Design ast_packet_arbiter, sky130hd; sources not shown.
**Run 1: cells colored by class**

Bar = 50 um.
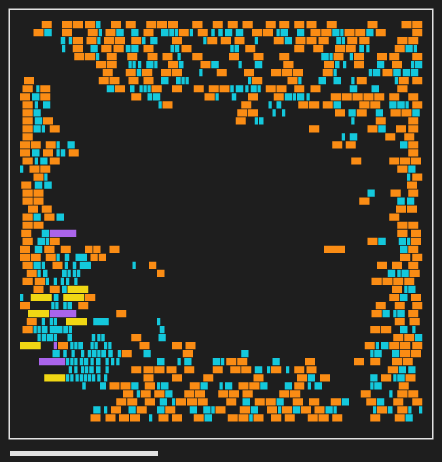
[orange] other buffers and delay cells | cells: 369
[purple] clock drivers and dummy loads | cells: 4
[cyan] combinational and other logic | cells: 319
[yellow] flops | cells: 7
CORE AREA: 0.0186 mm^2
register fraction of the total cell area: 2.36%
fin area: 0.00593 mm^2

**Run 1: routing congestion map**

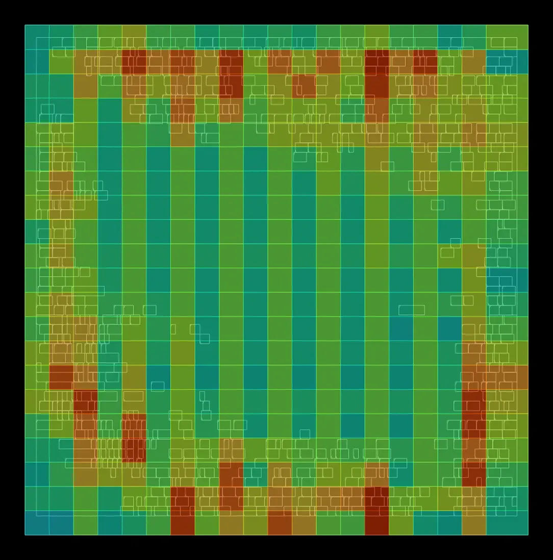
total global routing track utilization: 13.6%
met2 Track Usage GR: 24.1%
met1 track demand over resource: 17.4%

**Run 1: routed metal, one color a layer**

Bar = 50 um. Two of the layers only.
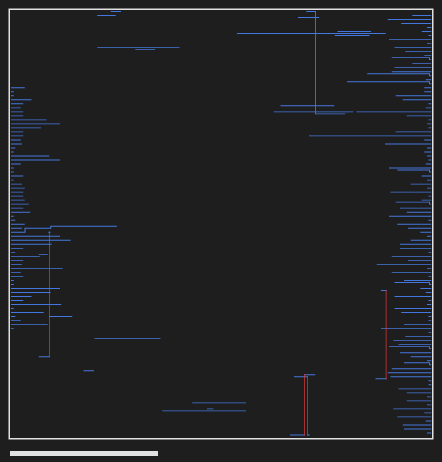
[blue] metal 3 | wire length: 1,470 um
[red] metal 4 | wire length: 147 um
vias: 4,004
overall routed net length: 15.7 mm
Routed WL per cell: 16.8 um

==> notes.md, run 1 <==
Numbers from the implementation run.

The non-clock buffer count in the final layout is 369. In this run, the synthesized area fraction spent on AND-OR/OR-AND gates is recorded as 44.8%. Per STA, the worst path accumulates the most delay in the family buffers and inverters. The clock buffer count is 4. Of the synthesized area, sequential elements account for 6.70%. The least setup slack across all paths after layout is 0.806 ns. The most numerous cell in the Yosys netlist is sky130_fd_sc_hd__nand2_1. Looking at the clock tree report, the maximum root-to-sink buffer count equals 2. The global route stage reports its total congestion overflow as 0. The net switching share of the total power is 39.2%.

According to the tapcell log, the count of inserted taps is 234. In this run the cell area of the synthesized design comes to 0.00209 mm^2. After synthesis the netlist holds a flip-flop and latch count of 7. The clock buffer count from CTS is 3.

The flow ran to the end, and the final reports show no timing, DRC or antenna violations. The total number of placement rows is 50. The flip-flop and latch power is 96.4 uW. The root cell of the clock tree is sky130_fd_sc_hd__clkbuf_16.

Yosys reported that registers with async set or reset make up 0%. The headroom to the max-slew limit is 51.9%. The critical path class is reg2out.

The worst hold path belongs to the class reg2reg. The global-route track usage on met3 is 2.67%. The main logic family after synthesis is AND-OR/OR-AND gates.

In this build the clock could be raised as far as 278 MHz. The count of antenna diodes in the layout is 0. 367 I/O pins were placed. The cell class ranked first by area is non-clock buffers. The multi-input logic cell count is 304.

In the per-layer summary, the met1 wirelength comes to 6.50 mm. After the flow finishes, the layout carries non-filler instances totaling 933. Per STA, the highest per-stage delay on the worst path measures 0.56 ns. The area of the multi-input gates is 0.00167 mm^2. For this configuration, the core starts out at a cell density of 11.3%. Per the repair_timing log after CTS, setup buffers inserted total 0. The sequential share of power is 5.8%.

The first global-routing pass estimated 22.7 mm of wire. On the reported timing paths, the clock transition at the registers reads 0.04 ns. Post-CTS repair ended up resizing 0 cells. Counting flops with a built-in enable in the synthesized netlist gives 0. Together, buffers and inverters on the worst path number 3.

The share of final layout cell area taken by clock buffers and inverters is 1.33%. Looking at area per cell type in the netlist, the leader is sky130_fd_sc_hd__a22oi_1. The layout has 15 inverters outside the clock class. The share of layout cells above drive strength 1 is 2.86%.

The most heavily used metal layer in global routing is met2. The horizontal extent of the die is 143 um. The count of warnings emitted by yosys is 0.

Per the gpl log, the routability congestion estimate is 0.858. The share of Yosys cell area claimed by the top area cell type is 41.3%. Total power normalized to cell area comes to 281 mW/mm^2. The internal power of the cells totals 1.01 mW. The area of the die is 0.0207 mm^2. Setup repair after global routing left no endpoint under its margin. The clock sink total is 7.

The pin closest to its max-slew limit shows a slew of 0.720 ns. The highest-delay cell along the critical path is sky130_fd_sc_hd__dfxtp_1. The path length in cells of the critical path is 6. Ranked by instance count, the synthesized netlist is headed by 134 x sky130_fd_sc_hd__nand2_1, 115 x sky130_fd_sc_hd__a22oi_1, 27 x sky130_fd_sc_hd__nand3_1. The most common logic cell in the final layout is sky130_fd_sc_hd__clkdlybuf4s50_1. The dominant synthesized flop cell is sky130_fd_sc_hd__dfxtp_1. The number of OpenROAD warnings is 26. The skew report gives the latency at the later pin of the worst-skew pair as 0.23 ns. The number of buffers inserted by hold repair at cts is 0. The count of mapped cells out of synthesis is 359. The CTS tree is yes. The number of hold-slack violations in the final timing report is 0. The final-layout non-clock buffer area share is 62.2%. The worst setup path is captured at an output port. The setup violation total in the final timing report is 0. In this run the number of H-tree levels came out at 1. In this run, the synthesized area fraction spent on and/or/nand/nor cells is recorded as 33.9%. The timing report gives the worst reg2reg path a setup slack of 2.29 ns. Data on the critical path is required at its endpoint by 3.42 ns. The placement-stage worst setup slack is 1.02 ns.

In this run the VDD rail shows a maximum IR drop of 0.266 mV. After synthesis, the design contains 359 cells according to Yosys. Of all power groups, the one with the highest power is combinational logic.
**Run 1: signal metal coverage by tile**

Bar = 50 um. 29 x 29 tiles, from black (low) to pale yellow (high), scaled to the fullest tile. Values are wire area over tile area, all layers added.
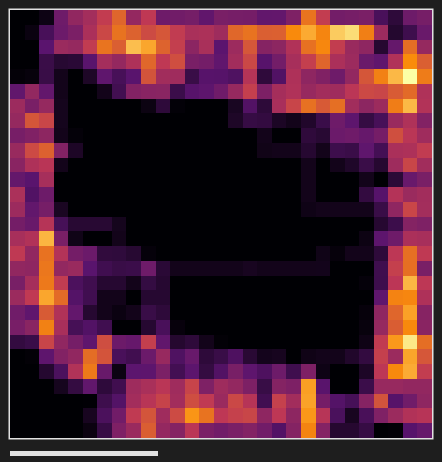

## Run 2: what changed since run 1
Settings changed: CORE_AREA 3 3 140 142 to 3 3 141 143, DIE_AREA 0 0 143 145 to 0 0 144 146.
Clock period 4.4 ns to 3.15 ns, I/O delays scaled along.
**Run 2: signal metal coverage by tile**

Bar = 50 um. 29 x 29 tiles, from black (low) to pale yellow (high), scaled to the fullest tile. Values are wire area over tile area, all layers added.
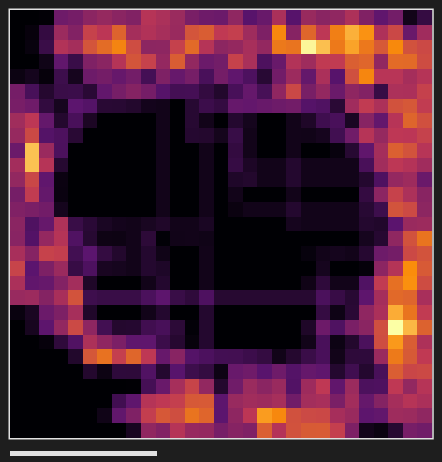
densest ninth of the die: upper right
tiles over half the peak: 14%
fullest tile: 0.56
overall routed net length: 16.8 mm
Routed WL per cell: 17.9 um

**Run 2: cells colored by class**

Bar = 50 um.
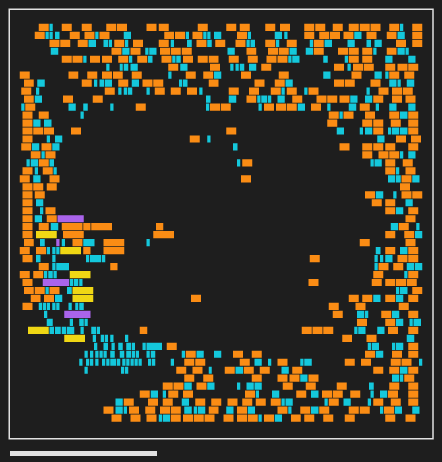
[purple] clock drivers and dummy loads | cells: 4
[orange] other buffers and delay cells | cells: 373
[yellow] flops | cells: 7
[cyan] combinational and other logic | cells: 319
fin area: 0.00602 mm^2
CORE AREA: 0.0187 mm^2
Cell Rows: 50
register fraction of the total cell area: 2.33%
utilization after layout: 32.2%

==> run 2 against run 1 <==
First-iteration DRC count fell by 26%. Power grew 46%. Non-clock buffer count up 4. Flip-flop count stayed put. Wire length is 6.9% higher. Global-route usage increased by 0.39 points. Synthesized area stayed put. Design area grew 1.6%. Combinational power up 48%. Clock power up 37%. Setup slack worse by 0.62 ns. Largest power group unchanged.
==> notes.md, run 2 <==
Numbers from the implementation run.

The vias after detailed routing is 4,071 (+1.7%). The setup violation total in the final timing report is 0 (unchanged). The area of the multi-input gates is 0.00167 mm^2 (unchanged). The mapped cell area is 0.00209 mm^2 (unchanged). The global-route wire length before repair was 23.3 mm (+2.4%). The post-cts gate resize count is 0 (unchanged). Among all flip-flop cells after synthesis, the most frequent one is sky130_fd_sc_hd__dfxtp_1. The data required time at the worst endpoint is 2.42 ns (-1.00 ns). The most instantiated logic cell after routing is sky130_fd_sc_hd__clkdlybuf4s50_1. The cell-internal power is 1.47 mW (+45%). The highest clock rate this design can be run at is 338 MHz.

The area share of and/or/nand/nor cells after synthesis is 33.9% (unchanged). The internal reg-to-reg setup slack is 1.31 ns (-0.98 ns). The number of enable-type register cells in the synthesized netlist was 0 (unchanged). The count of warnings emitted by yosys is 0 (unchanged).

The area of the die was 0.0210 mm^2 (+1.4%). The maximum clock insertion buffer count came to 2 (unchanged). The count of buffer and inverter cells on the critical path was 3 (unchanged).

The flip-flop and latch power is 132 uW (+37%). The share of Yosys cell area claimed by the top area cell type was 41.3% (unchanged). The deepest level of the CTS H-tree came to 1 (unchanged).

The largest incremental delay on the critical path is 0.50 ns (-0.06 ns). The count of mapped cells out of synthesis was 359 (unchanged). The share of final layout cell area taken by clock buffers and inverters is 1.31% (-0.020 points). The non-clock buffer count in the final layout came to 373 (+1.1%). The path length in cells of the critical path is 6 (unchanged). The count of antenna diodes in the layout is 0 (unchanged). The largest vdd supply drop is 0.411 mV (+55%). The final-layout non-clock buffer area share is 62.8% (+0.58 points). The met2 global-route usage came to 24.4% (+0.26 points). The inverter count of the layout excluding clock inverters is 15 (unchanged). The remaining global-route overflow was 0 (unchanged). The net switching share of the total power was 39.6% (+0.42 points).

The number of setup buffers added after CTS is 0 (unchanged). The number of synthesized register bits is 7 (unchanged). The well tap count is 234 (unchanged). The global-route track usage on met3 came to 2.69% (+0.025 points). The layer flagged by global routing as most heavily used is met2. The share of synthesized registers carrying an async set or reset is 0% (unchanged). The clock latency of the later-clocked register in the worst-skew pair is 0.23 ns (about the same). The effective utilization at floorplan came to 11.2% (-0.075 points).

The aoi/oai-family share of the synthesized area is 44.8% (unchanged). The run finished with clean final reports.
Power and IR drop assume default switching activity.
